Run 1, track usage over the die:
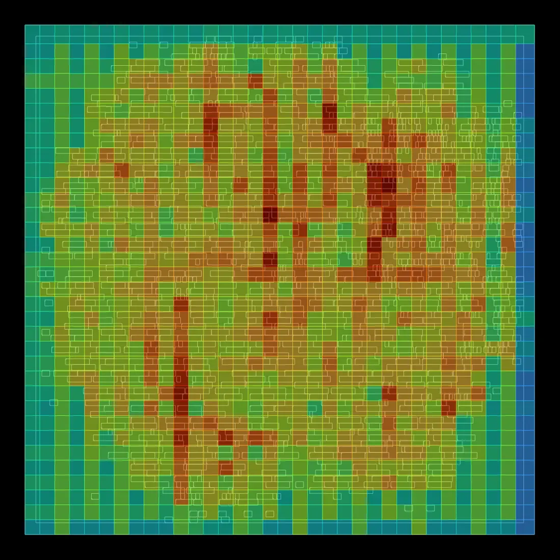
Run 1, cell area per tile:
Drawn at 1.5 px/um. 24 x 24 tiles, from dark blue (low) to red (high), 0 to 100% covered.
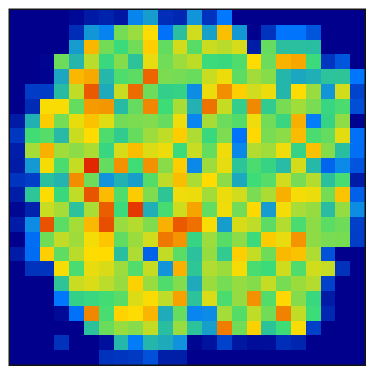
Run 1, routed clock nets over the placement:
Drawn at 1.5 px/um.
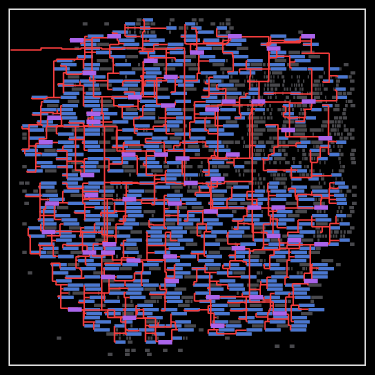
Run 1, metal 4:
Drawn at 1.5 px/um. Supply wires on this layer in gray.
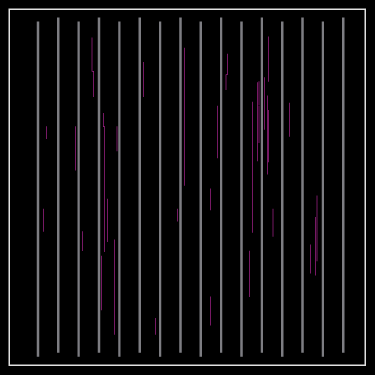
==> src/rtl/reorder_buffer.sv <==
// In-order retirement buffer: allocates at tail, marks out-of-order completions,
// retires done entries from head one per cycle and returns old physical mappings to the free list.
module reorder_buffer #(
  parameter int unsigned PREG_WIDTH = 6,
  parameter int unsigned AREG_WIDTH = 5,
  parameter int unsigned TAG_WIDTH  = 4
) (
  input  logic                  clk,
  input  logic                  rst,
  input  logic                  alloc_valid,
  input  logic                  alloc_has_rd,
  input  logic [AREG_WIDTH-1:0] alloc_areg_rd,
  input  logic [PREG_WIDTH-1:0] alloc_prd,
  input  logic [PREG_WIDTH-1:0] alloc_old_prd,
  input  logic [11:0]           alloc_pc,
  output logic                  alloc_ready,
  output logic [TAG_WIDTH-1:0]  alloc_tag,
  input  logic                  cmpl_valid,
  input  logic [TAG_WIDTH-1:0]  cmpl_tag,
  output logic                  retire_valid,
  output logic [AREG_WIDTH-1:0] retire_areg,
  output logic [PREG_WIDTH-1:0] retire_prd,
  output logic [11:0]           retire_pc,
  output logic                  push_free_reg,
  output logic [PREG_WIDTH-1:0] freed_reg,
  output logic [TAG_WIDTH:0]    count
);

  localparam int unsigned DEPTH = 2 ** TAG_WIDTH;
  localparam logic [TAG_WIDTH:0] PTR_ONE    = {{TAG_WIDTH{1'b0}}, 1'b1};
  localparam logic [TAG_WIDTH:0] FULL_COUNT = {1'b1, {TAG_WIDTH{1'b0}}};

  logic [DEPTH-1:0]      valid_q, done_q, has_rd_q;
  logic [AREG_WIDTH-1:0] areg_q    [DEPTH];
  logic [PREG_WIDTH-1:0] prd_q     [DEPTH];
  logic [PREG_WIDTH-1:0] old_prd_q [DEPTH];
  logic [11:0]           pc_q      [DEPTH];

  logic [TAG_WIDTH:0]   head_q, head_d, tail_q, tail_d, count_q, count_d;
  logic [TAG_WIDTH-1:0] head_idx, tail_idx;
  logic                 alloc_fire, retire_fire;

  logic                  retire_valid_q, push_free_reg_q;
  logic [AREG_WIDTH-1:0] retire_areg_q;
  logic [PREG_WIDTH-1:0] retire_prd_q, freed_reg_q;
  logic [11:0]           retire_pc_q;

  assign head_idx    = head_q[TAG_WIDTH-1:0];
  assign tail_idx    = tail_q[TAG_WIDTH-1:0];
  // Readiness uses registered count only: a full buffer never reuses a slot freed this cycle.
  assign alloc_ready = (count_q != FULL_COUNT);
  assign alloc_tag   = tail_idx;
  assign count       = count_q;

  always_comb begin
    alloc_fire  = alloc_valid && alloc_ready;
    retire_fire = valid_q[head_idx] && done_q[head_idx];
    head_d      = retire_fire ? head_q + PTR_ONE : head_q;
    tail_d      = alloc_fire  ? tail_q + PTR_ONE : tail_q;
    count_d     = count_q;
    case ({alloc_fire, retire_fire})
      2'b10:   count_d = count_q + PTR_ONE;
      2'b01:   count_d = count_q - PTR_ONE;
      default: count_d = count_q;
    endcase
  end

  always_ff @(posedge clk) begin
    if (rst) begin
      valid_q         <= '0;
      done_q          <= '0;
      head_q          <= '0;
      tail_q          <= '0;
      count_q         <= '0;
      retire_valid_q  <= 1'b0;
      push_free_reg_q <= 1'b0;
      retire_areg_q   <= '0;
      retire_prd_q    <= '0;
      retire_pc_q     <= '0;
      freed_reg_q     <= '0;
    end else begin
      if (cmpl_valid && valid_q[cmpl_tag]) begin
        done_q[cmpl_tag] <= 1'b1;
      end
      if (retire_fire) begin
        valid_q[head_idx] <= 1'b0;
      end
      // Allocation comes last so it overrides any completion aimed at the tail slot.
      if (alloc_fire) begin
        valid_q[tail_idx]  <= 1'b1;
        done_q[tail_idx]   <= 1'b0;
        has_rd_q[tail_idx] <= alloc_has_rd;
      end
      head_q          <= head_d;
      tail_q          <= tail_d;
      count_q         <= count_d;
      retire_valid_q  <= retire_fire;
      push_free_reg_q <= retire_fire && has_rd_q[head_idx] && (old_prd_q[head_idx] != '0);
      if (retire_fire) begin
        retire_areg_q <= areg_q[head_idx];
        retire_prd_q  <= prd_q[head_idx];
        retire_pc_q   <= pc_q[head_idx];
        freed_reg_q   <= old_prd_q[head_idx];
      end
    end
  end

  // Payload needs no reset: it is only read behind a set valid bit.
  always_ff @(posedge clk) begin
    if (alloc_fire) begin
      areg_q[tail_idx]    <= alloc_areg_rd;
      prd_q[tail_idx]     <= alloc_prd;
      old_prd_q[tail_idx] <= alloc_old_prd;
      pc_q[tail_idx]      <= alloc_pc;
    end
  end

  assign retire_valid  = retire_valid_q;
  assign push_free_reg = push_free_reg_q;
  assign retire_areg   = retire_areg_q;
  assign retire_prd    = retire_prd_q;
  assign retire_pc     = retire_pc_q;
  assign freed_reg     = freed_reg_q;

endmodule

==> config.mk <==
export PLATFORM = sky130hd
export DESIGN_NAME = reorder_buffer
export DESIGN_NICKNAME = d
export VERILOG_FILES = /design/src/rtl/reorder_buffer.sv
export SDC_FILE = /design/constraint.sdc
export NUM_CORES = 1
export LEC_CHECK = 0
export CORE_MARGIN = 5
export CORE_UTILIZATION = 43
export DETAILED_ROUTE_END_ITERATION = 8
export GPL_TIMING_DRIVEN = 0
export SYNTH_ARGS = -nofsm -noshare
export SYNTH_HDL_FRONTEND = slang
export SYNTH_SLANG_ARGS = --single-unit
==> constraint.sdc <==
create_clock -name clk -period 6.95 [get_ports clk]
set_input_delay 1.39 -clock clk [delete_from_list [all_inputs] [get_ports clk]]
set_output_delay 1.39 -clock clk [all_outputs]
set_load 0.01 [all_outputs]
==> reports/results.ini, run 1 <==
[synthesis]
synth_xor_xnor_area_share_pct=0.238
top_cell=edfxtp_1
synthCells=1126
synth.top_cell.area_share_pct=65.4

[global_route]
met2_usage_pct=30.7
overflow=0
grt_pass1_vias=11600
grt_max_degree=31
grt_usage_pct=18.8

[timing]
final.min_clock_period_ns=4.13
rsz0062_at_grt=no
setup_slack_ns=2.82
slew_headroom_pct=27.6
tns_ns=0
timing.fmax_mhz=242
hold_viol=0

[clocking]
cts_resized=0
path_clk_slew_ns=0.06
hold_buffers=0
h-tree-depth=2
cts_root_buf=clkbuf_16

[worst_setup_path]
cp-endpoint=count[4]$_SDFFE_PP0P_
cp_common_cell=ha_1
r2r_start=head_q[1]$_SDFFE_PP0N_
r2r_slack_ns=2.82

[routing]
wl_per_cell_um=26.4
drt-initial-drc-count=1013
met3_length_um=3140
wl_met1_um=22800
top_layer=met5
wl_met2_um=25800

[min_path]
min_from=retire_pc[5]$_SDFFE_PP0N_
holdPathEnd=retire_pc[5]$_SDFFE_PP0N_

[power]
seq_power_mw=3.70
seqPwrFrac_pct=54.7

[floorplanning]
fp_util_pct=43.1
io_pins=79

[flow_run]
cap_violations=0
warning_count=33

[placed_design]
place_hpwl_um=32200

[run_status]
outcome=complete, no violations

[cells_and_area]
nNonClkInverters=27
largest-register=pc_q
nFillCells=4213
final-comb-area_um2=5500
syn_to_final_growth_pct=16.1
fin_cells=1998
nets=1320

-- 'track usage over the die' (at the start) --
routing usage on met1: 26.5%
busiest grt layer: met2

-- 'cell area per tile' (at the start) --
emptiest ninth of the die: bottom left
mean over tiles: 44%
densest ninth of the die: middle
fin util: 50.1%
core area: 51100 um^2

-- 'routed clock nets over the placement' (at the start) --
[red] clock wires | length: 6550 um
[blue] flip-flops | count: 560
[purple] cells driving clock nets | count: 56
flops lie: widely spread
routed clock nets: 57
Clk Latency, worst-skew pair: 0.60 ns
Final Skew: 0.00904 ns
Clk power: 2.88 mW
clock share of power: 42.7%

-- 'metal 4' (at the start) --
longest straight run: 91.8 um
share of all routed wire: 2.0%
Routed WL: 52800 um
via count: 11400

==> run 1: metrics by stage <==
step / hold slack, ns / cell area, um^2
after floorplan: 0.449 / 22000
after global placement: 0.453 / 23700
after detailed placement: 0.457 / 23800
after CTS: 0.465 / 25600
after global routing: 0.485 / 25600
final: 0.463 / 25600
==> run 1: critical path: cells and delay by family (launching register included) <==
| kind | cells | cell delay, ns |
|---|---|---|
| xor gates and xnor gates | 1 | 0.15 |
| AOI/OAI and AO/OA | 3 | 0.54 |
| muxes | 3 | 1.43 |
| adders and majority gates | 2 | 0.42 |
| buffers and inverters | 2 | 0.29 |
| and+or+nand+nor | 3 | 0.69 |
| DFF | 1 | 0.49 |
Run 1, port wiring:
Drawn at 1 px/um.
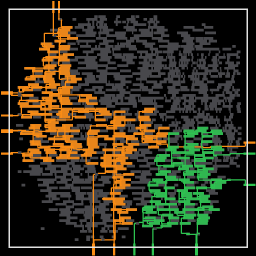

==> run 2: changes to the inputs <==
==> constraint.sdc (replaced) <==
create_clock -name clk -period 3.6 [get_ports clk]
set_input_delay 0.72 -clock clk [delete_from_list [all_inputs] [get_ports clk]]
set_output_delay 0.72 -clock clk [all_outputs]
set_load 0.01 [all_outputs]
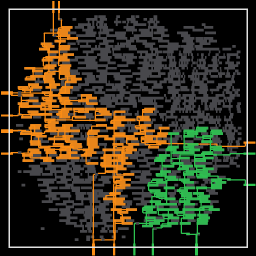
Run 2: port wiring
Drawn at 1 px/um.
[green] alloc_old_prd | direction: input | edge: 4 bottom, 2 right | end cells: 96 | buffers: 6 | wire: 992 um
[orange] alloc_pc | direction: input | edge: 6 left, 3 bottom, 2 top, 1 right | end cells: 192 | buffers: 12 | wire: 2080 um
# port buffers: 78
io pins: 79

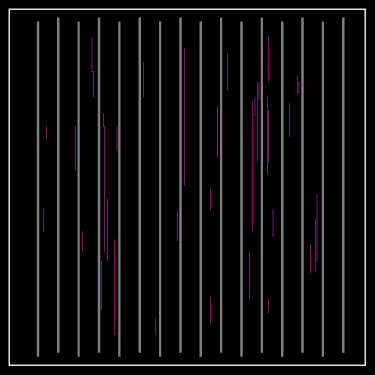
Run 2: metal 4
Drawn at 1.5 px/um. Supply wires on this layer in gray.
longest straight run: 91.8 um
nets with wire on the layer: 16
main direction: vertical
wire length on this layer: 1070 um
Routed WL: 52700 um
via count: 11400

==> run 2 against run 1 <==
  * Fmax increased by 21%
  * Clock power rose by 93%
  * Synthesized area is the same
  * Register-to-register slack worse by 2.6 ns
  * Critical path type unchanged
  * Largest power group unchanged
==> reports/results.ini, run 2 <==
[run_status]
outcome=complete, no violations

[cells_and_area]
final-comb-area_um2=5520  ; +0.41%
nFillCells=4208  ; -0.12%
fin_area_um2=25600  ; +0.23%
largest-register=pc_q
syn_to_final_growth_pct=16.4
fin_util_pct=50.2  ; +0.12 points
fin_cells=2000  ; +0.10%
nets=1322  ; +0.15%

[synthesis]
synth_xor_xnor_area_share_pct=0.238  ; unchanged
synth.top_cell.area_share_pct=65.4  ; unchanged
synthCells=1126  ; unchanged

[clocking]
path_clk_slew_ns=0.06  ; about the same
insertion_delay_ns=0.60  ; about the same
hold_buffers=0  ; unchanged
cts_resized=8  ; +8
cts_root_buf=clkbuf_16

[worst_setup_path]
r2r_start=head_q[1]$_SDFFE_PP0N_
path_buffers=2  ; unchanged
cp_top_family=multiplexers

[global_route]
grt_max_degree=31  ; unchanged
overflow=0  ; unchanged
grt_usage_pct=18.8  ; about the same

[power]
power_frac_clock_pct=42.6  ; about the same
seq_power_mw=7.14  ; +93%

[timing]
setup_slack_ns=0.178  ; -2.64 ns
slew_headroom_pct=28.2  ; +0.57 points
final.min_clock_period_ns=3.42  ; -0.710 ns
hold_ws_ns=0.463  ; -0.0000100 ns
rsz0062_at_grt=no
hold_viol=0  ; unchanged
skew_ns=0.00864  ; -0.000405 ns

[floorplanning]
coreArea_um2=51100  ; unchanged
fp_util_pct=43.1  ; unchanged

[flow_run]
cap_violations=0  ; unchanged

[placed_design]
placed_cell_area_um2=23800  ; unchanged
place_hpwl_um=32200  ; unchanged

[routing]
drt-initial-drc-count=1037  ; +2.4%
wl_per_cell_um=26.4  ; -0.19%

[min_path]
min_from=retire_pc[5]$_SDFFE_PP0N_

==> run 2: layout make-up <==
cell class	instances	area share [%]
inverter	27	0.395
buffer	69	1.68
clock buffer	88	6.47
timing repair buffer	90	3.79
multi-input combinational	468	21.5
clock inverter	18	0.371
sequential	560	62.5
tap	680	3.32
==> run 2: path summary, 6_finish.rpt <==
path / end / slack, ns / depth (start not counted)
min reg2reg: retire_pc[5]$_SDFFE_PP0N_ / 0.46 / 2
min: retire_pc[5]$_SDFFE_PP0N_ / 0.46 / 2
max: count[4]$_SDFFE_PP0P_ / 0.18 / 14
max reg2reg: count[4]$_SDFFE_PP0P_ / 0.18 / 14
==> run 2: metal layers <==
layer  part of all wire [%]  global-route usage (%)
met4                    2.0                    4.60
met3                    6.6                    3.59
met2                     49                    30.7
met5                  0.025                       0
met1                     43                    26.4
Power is estimated from default activity; no workload was simulated.
